### Floorplan with the power grid

Scale bar: 20 um. Pins as bars on the die edge.
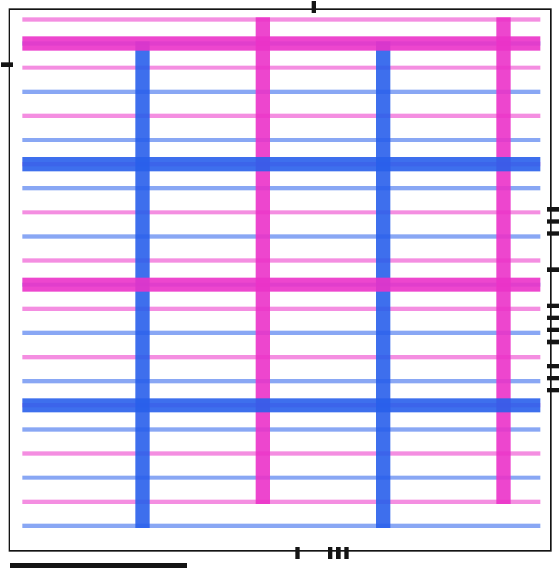
### Cells coloured by class

Scale bar: 20 um.
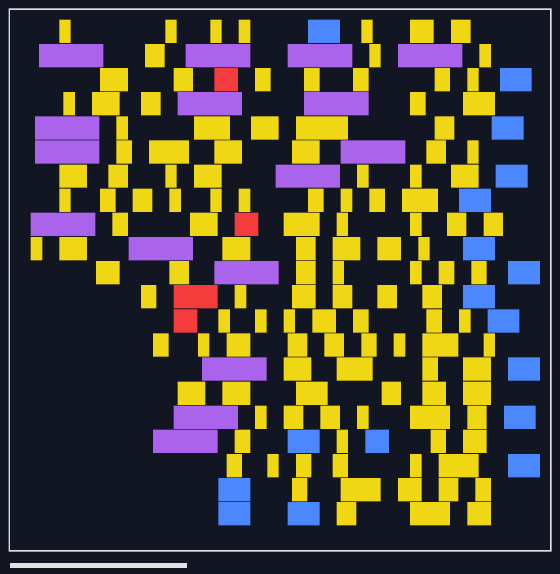
### Clock distribution

Scale bar: 20 um.
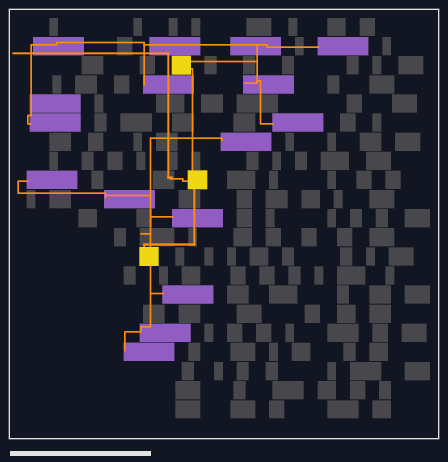
### Metal layers overlaid

Two of the layers only.
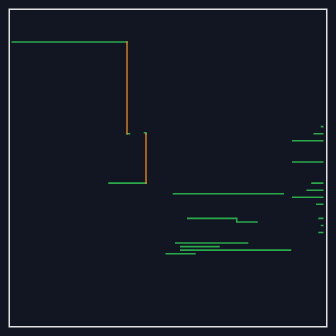
### Cell placement

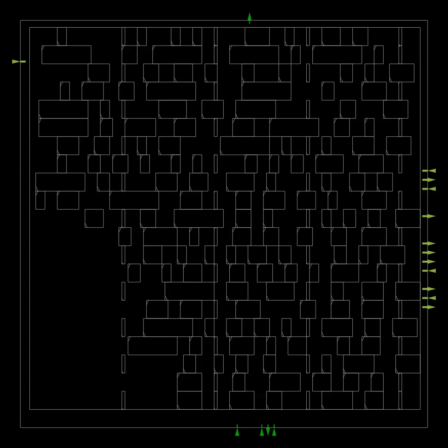
--- config.mk ---
export PLATFORM = sky130hd
export DESIGN_NAME = fetch_sequencer_flat
export DESIGN_NICKNAME = d
export VERILOG_FILES = /design/src/rtl/fetch_sequencer_pkg.sv /design/src/rtl/fetch_sequencer_if.sv /design/src/rtl/fetch_wait_timer.sv /design/src/rtl/fetch_sequencer.sv /design/src/flat_wrapper.sv
export SDC_FILE = /design/constraint.sdc
export NUM_CORES = 1
export LEC_CHECK = 0
export ABC_AREA = 0
export CAP_MARGIN = 30
export CELL_PAD_IN_SITES_DETAIL_PLACEMENT = 2
export CELL_PAD_IN_SITES_GLOBAL_PLACEMENT = 2
export CORE_MARGIN = 1
export CORE_UTILIZATION = 33
export DETAILED_ROUTE_END_ITERATION = 8
export PLACE_DENSITY = 0.92
export SLEW_MARGIN = 10
export SYNTH_ARGS = -nofsm -noshare
export SYNTH_HDL_FRONTEND = slang
export SYNTH_SLANG_ARGS = --single-unit
--- constraint.sdc ---
create_clock -name clk -period 4 [get_ports clk]
set_input_delay 0.4 -clock clk [delete_from_list [all_inputs] [get_ports clk]]
set_output_delay 0.4 -clock clk [all_outputs]
set_load 0.005 [all_outputs]
--- src/rtl/fetch_sequencer_pkg.sv ---
// Shared fetch-control types: PC-source codes,
// sequencer states and redirect priority.
package fetch_sequencer_pkg;

  localparam int SEL_CODE_W = 4;

  typedef logic [SEL_CODE_W-1:0] sel_t;

  localparam sel_t SEL_INIT   = 4'd0;
  localparam sel_t SEL_NEXT   = 4'd1;
  localparam sel_t SEL_BRANCH = 4'd2;
  localparam sel_t SEL_JUMP   = 4'd3;
  localparam sel_t SEL_EXC    = 4'd4;

  typedef enum logic [2:0] {
    ST_IDLE,
    ST_BOOT,
    ST_RUN,
    ST_MEM_WAIT,
    ST_ERROR
  } fetch_state_t;

  // Highest-priority redirect as its PC-source code.
  // SEL_INIT means no redirect. Codes rise with
  // priority, so a plain compare orders them.
  function automatic sel_t redirect_code(
    input logic exc,
    input logic jmp,
    input logic br
  );
    sel_t code;
    priority case (1'b1)
      exc:     code = SEL_EXC;
      jmp:     code = SEL_JUMP;
      br:      code = SEL_BRANCH;
      default: code = SEL_INIT;
    endcase
    return code;
  endfunction

endpackage

--- src/rtl/fetch_sequencer_if.sv ---
// Fetch control bus between decode/execute control,
// instruction memory status and the fetch datapath.
interface fetch_sequencer_if #(
  parameter int SEL_W = 4
);
  logic             start;
  logic             stall;
  logic             branch_taken;
  logic             jump;
  logic             exception;
  logic             mem_ready;
  logic [SEL_W-1:0] sel;
  logic             enable;
  logic             mem_req;
  logic             fetch_valid;
  logic             mem_error;
  logic             busy;

  modport master (
    output start, stall, branch_taken,
    output jump, exception, mem_ready,
    input  sel, enable, mem_req,
    input  fetch_valid, mem_error, busy
  );

  modport slave (
    input  start, stall, branch_taken,
    input  jump, exception, mem_ready,
    output sel, enable, mem_req,
    output fetch_valid, mem_error, busy
  );
endinterface

--- src/rtl/fetch_wait_timer.sv ---
// Counts consecutive instruction-memory wait cycles
// and flags when the count reaches MEM_TIMEOUT.
module fetch_wait_timer #(
  parameter int MEM_TIMEOUT = 15
) (
  input  logic clk,
  input  logic reset,
  input  logic i_clr,
  input  logic i_load,
  input  logic i_inc,
  output logic o_expired
);
  logic [7:0] r_count;

  // Clear, load first wait cycle, or saturating step
  always_ff @(posedge clk) begin
    if (reset) begin
      r_count <= '0;
    end else if (i_clr) begin
      r_count <= '0;
    end else if (i_load) begin
      r_count <= 8'd1;
    end else if (i_inc && r_count != 8'hFF) begin
      r_count <= r_count + 8'd1;
    end
  end

  assign o_expired = (r_count == 8'(MEM_TIMEOUT));
endmodule

--- src/rtl/fetch_sequencer.sv ---
// Fetch-stage control: PC-source select and PC load
// enable across boot, redirects, stalls and waits.
module fetch_sequencer
  import fetch_sequencer_pkg::*;
#(
  parameter int MEM_TIMEOUT = 15,
  parameter int SEL_W       = 4
) (
  input logic         clk,
  input logic         reset,
  fetch_sequencer_if.slave bus
);
  fetch_state_t r_state;
  fetch_state_t w_state_nxt;
  sel_t         r_pend;
  sel_t         w_pend_nxt;
  logic         r_mem_error;
  logic         w_err_set;

  sel_t w_redir;
  sel_t w_eff;
  sel_t w_sel;
  logic w_en;
  logic w_req;
  logic w_fv;
  logic w_t_clr;
  logic w_t_load;
  logic w_t_inc;
  logic w_expired;

  fetch_wait_timer #(
    .MEM_TIMEOUT(MEM_TIMEOUT)
  ) u_timer (
    .clk      (clk),
    .reset    (reset),
    .i_clr    (w_t_clr),
    .i_load   (w_t_load),
    .i_inc    (w_t_inc),
    .o_expired(w_expired)
  );

  assign w_redir = redirect_code(
    bus.exception, bus.jump, bus.branch_taken);

  // A stored redirect yields only to a stronger one
  assign w_eff = (r_pend > w_redir) ? r_pend
                                    : w_redir;

  // State, pending redirect and sticky error
  always_ff @(posedge clk) begin
    if (reset) begin
      r_state     <= ST_IDLE;
      r_pend      <= SEL_INIT;
      r_mem_error <= 1'b0;
    end else begin
      r_state <= w_state_nxt;
      r_pend  <= w_pend_nxt;
      if (w_err_set) begin
        r_mem_error <= 1'b1;
      end
    end
  end

  // Next state and zero-latency PC controls
  always_comb begin
    w_state_nxt = r_state;
    w_pend_nxt  = r_pend;
    w_err_set   = 1'b0;
    w_sel       = SEL_INIT;
    w_en        = 1'b0;
    w_req       = 1'b0;
    w_fv        = 1'b0;
    w_t_clr     = 1'b0;
    w_t_load    = 1'b0;
    w_t_inc     = 1'b0;
    unique case (r_state)
      ST_IDLE: begin
        w_t_clr = 1'b1;
        if (bus.start) begin
          w_state_nxt = ST_BOOT;
        end
      end
      ST_BOOT: begin
        w_en        = 1'b1;
        w_state_nxt = ST_RUN;
      end
      ST_RUN: begin
        w_req = 1'b1;
        w_sel = SEL_NEXT;
        if (bus.mem_ready) begin
          if (w_redir != SEL_INIT) begin
            w_sel = w_redir;
            w_en  = 1'b1;
          end else if (!bus.stall) begin
            w_en = 1'b1;
            w_fv = 1'b1;
          end
        end else begin
          w_state_nxt = ST_MEM_WAIT;
          w_t_load    = 1'b1;
          w_pend_nxt  = w_redir;
        end
      end
      ST_MEM_WAIT: begin
        w_req = 1'b1;
        w_sel = SEL_NEXT;
        if (bus.mem_ready) begin
          if (w_eff != SEL_INIT) begin
            w_sel = w_eff;
            w_en  = 1'b1;
          end else if (!bus.stall) begin
            w_en = 1'b1;
            w_fv = 1'b1;
          end
          w_pend_nxt  = SEL_INIT;
          w_t_clr     = 1'b1;
          w_state_nxt = ST_RUN;
        end else if (w_expired) begin
          w_state_nxt = ST_ERROR;
          w_err_set   = 1'b1;
        end else begin
          w_t_inc    = 1'b1;
          w_pend_nxt = w_eff;
        end
      end
      ST_ERROR: begin
        w_state_nxt = ST_ERROR;
      end
      default: begin
        w_state_nxt = ST_IDLE;
      end
    endcase
  end

  // Reset suppresses any load in its own cycle
  assign bus.sel = reset ? '0 : SEL_W'(w_sel);
  assign bus.enable      = !reset && w_en;
  assign bus.mem_req     = !reset && w_req;
  assign bus.fetch_valid = !reset && w_fv;
  assign bus.mem_error   = r_mem_error;
  assign bus.busy = !reset
                 && (r_state != ST_IDLE)
                 && (r_state != ST_ERROR);
endmodule

--- src/flat_wrapper.sv ---
// flat-port wrapper written by rule: the top's interface ports become plain ports
module fetch_sequencer_flat import fetch_sequencer_pkg::*;
#(
  parameter int MEM_TIMEOUT = 15,
  parameter int SEL_W       = 4
)
  (clk, reset, bus_start, bus_stall, bus_branch_taken, bus_jump, bus_exception, bus_mem_ready, bus_sel, bus_enable, bus_mem_req, bus_fetch_valid, bus_mem_error, bus_busy);
  fetch_sequencer_if #(.SEL_W(SEL_W)) bus_i ();
  input logic clk;
  input logic reset;
  input wire logic [$bits(bus_i.start)-1:0] bus_start;
  input wire logic [$bits(bus_i.stall)-1:0] bus_stall;
  input wire logic [$bits(bus_i.branch_taken)-1:0] bus_branch_taken;
  input wire logic [$bits(bus_i.jump)-1:0] bus_jump;
  input wire logic [$bits(bus_i.exception)-1:0] bus_exception;
  input wire logic [$bits(bus_i.mem_ready)-1:0] bus_mem_ready;
  output wire logic [$bits(bus_i.sel)-1:0] bus_sel;
  output wire logic [$bits(bus_i.enable)-1:0] bus_enable;
  output wire logic [$bits(bus_i.mem_req)-1:0] bus_mem_req;
  output wire logic [$bits(bus_i.fetch_valid)-1:0] bus_fetch_valid;
  output wire logic [$bits(bus_i.mem_error)-1:0] bus_mem_error;
  output wire logic [$bits(bus_i.busy)-1:0] bus_busy;
  assign bus_i.start = bus_start;
  assign bus_i.stall = bus_stall;
  assign bus_i.branch_taken = bus_branch_taken;
  assign bus_i.jump = bus_jump;
  assign bus_i.exception = bus_exception;
  assign bus_i.mem_ready = bus_mem_ready;
  assign bus_sel = bus_i.sel;
  assign bus_enable = bus_i.enable;
  assign bus_mem_req = bus_i.mem_req;
  assign bus_fetch_valid = bus_i.fetch_valid;
  assign bus_mem_error = bus_i.mem_error;
  assign bus_busy = bus_i.busy;
  fetch_sequencer #(.MEM_TIMEOUT(MEM_TIMEOUT), .SEL_W(SEL_W)) u_core (.clk(clk), .reset(reset), .bus(bus_i));
endmodule
==> results_slide.txt <==
Key Metrics from the Run

Cells and area
  • Biggest Area Class: multi-input combinational cells
  • Clock buffer count: 4
  • Clock network share of area: 0.0263
  • Combinational Gates: 121
  • Dominant logic cell type in the layout: nor2_1
  • Combinational share of cell area: 0.562
  • Share of layout cells above drive strength 1: 0.0793
  • Signal buf overhead: 0.122
  • Area grow syn2layout: 20.4%
  • Non-clock inverters: 6
  • Buffers excl. clock: 17

Power
  • Power share of the combinational group: 0.240
  • Flop pwr share: 0.465
  • Power Density: roughly 270 mW/mm^2

Worst hold path
  • Hold Crit Class: flop to flop
  • Hold Crit Endpoint: u_core.bus.mem_error
  • Worst Hold Launch: u_core.bus.mem_error
  • WHS Path Cells: 2

Detailed routing
  • First-pass DRT Iterations: 4
  • Top Layer Used: met4

Die
  • Top Ports: 17
  • FP Core Util: 0.343
  • Die x size: 60.9 um
  • Die ar.: 0.00371 mm^2
  • Tap Count: 46

Outcome
  • Status: complete, no violations

GRT
  • Met2 Usage GRT: 0.405
  • Vias in the first global route: about 1,200
  • Grt ovf: 0

Clocking
  • Setup Fix Bufs, Post-CTS: 0
  • CTS tree: yes
  • CTS Hold Bufs: 0
  • Htree depth: 1

Worst setup path
  • Stages on the worst setup path: 10
  • R2R setup slack: 1880 ps
  • Worst Path Required: about 3600 ps
  • Critical Path Most Common Cell: clkdlybuf4s50_1
  • Crit path to: bus_sel[1]
  • CP arrival: 3400 ps
  • Startpoint types: primary input
  • Slowest-stage cell, CP: clkdlybuf4s50_1
  • Delay-heaviest family, CP: buffers and inverters

Logic synthesis
  • Synth logic family: simple AND/OR/NAND/NOR gates
  • Yosys aoi share: 0.223
  • Mux share: 0.0175
  • Mean post-synth cell area: 7.63 um^2
  • Post-synth top cells: nor2_1 (17), dfxtp_1 (16), nand2_1 (15)
  • Commonest flop: dfxtp_1
  • Syn nets: 162
  • Sequential area share after synthesis: 0.280
  • Area share, top type: 0.280
  • Ys Warns: 0
  • Post-Synth Adder-Cell Area: 0.0437
  • Flip-flops with a built-in enable: 0
  • Yosys stat area: between 0.001 and 0.0015 mm^2

STA
  • Final Critical Period: roughly 3800 ps
  • Cycle use final: 0.950

Flow run
  • Max-Cap Viols: 0
Back to the opening pictures, 'Floorplan with the power grid':
Key: VSS = blue; VDD = magenta
4 straps on met5. The core has 21 rows. 4 straps on met4. 22 met1 rails follow the rows. 17 signal pins sit on the boundary.
VDD IR max: 0.123 mV
Die H: 60.9 um
core box area: 0.00334 mm^2

Back to the opening pictures, 'Cells coloured by class':
Key: flops = purple [cells 16, share of their area 24%]; other buffers and delay cells = blue [cells 17, share of their area 13%]; all other logic = yellow [cells 127, share of their area 60%]; clock drivers and dummy loads = red [cells 4, share of their area 2.7%]
final non-filler cell area: 0.00138 mm^2
final core utilization: 0.413
Rows: 21
sequential share of cell area: 0.232

Back to the opening pictures, 'Clock distribution':
Key: cells driving clock nets = yellow [count 3]; flip-flops = purple [count 16]; clock wires = orange [length 240 um]
There are 4 routed clock nets.
Worst Skew: 0.920 ps
worst-skew pair later-pin latency: 290 ps
Clk pwr share: 0.295
Clk power: 110 uW

Back to the opening pictures, 'Metal layers overlaid':
Key: met3 = green [wire length 140 um]; met4 = orange [wire length 27.2 um]
drt wl/cell: 18.9 um
aggregate global-route resource usage: 0.238
DRT Wirelength: 3.97 mm

Back to the opening pictures, 'Cell placement':
FF+latch count: 16
Final Non-Filler Cells: 210
layout filler cell count: 390

-- stage by stage --
stage	power [mW]	worst slack, ps	cells	hold WS (ps)	instance area [um^2]
finish	0.375	202	210	496	1380
global route	0.394	24.2	210	555	1380
CTS	0.376	188	210	503	1380
detailed placement	0.265	213	206	474	1340
global placement	0.259	295	206	453	1340
floorplan	0.230	1530	150	460	1140
-- power by group through the flow --
stage,logic (mW),clock network [mW],registers (mW)
after floorplan,0.0595,0,0.171
after detailed placement,0.0869,0,0.178
after global routing,0.0992,0.120,0.175
final,0.0901,0.110,0.174
after global placement,0.0819,0,0.177
after CTS,0.0887,0.113,0.174
-- state kept, by name, indices dropped and copies added (netlist names) --
signal                  flops
u_core.u_timer.r_count      8
u_core.r_pend               4
u_core.r_state              3
u_core.bus.mem_error        1
Power figures rest on the tool's default switching activity, not on a simulated workload.
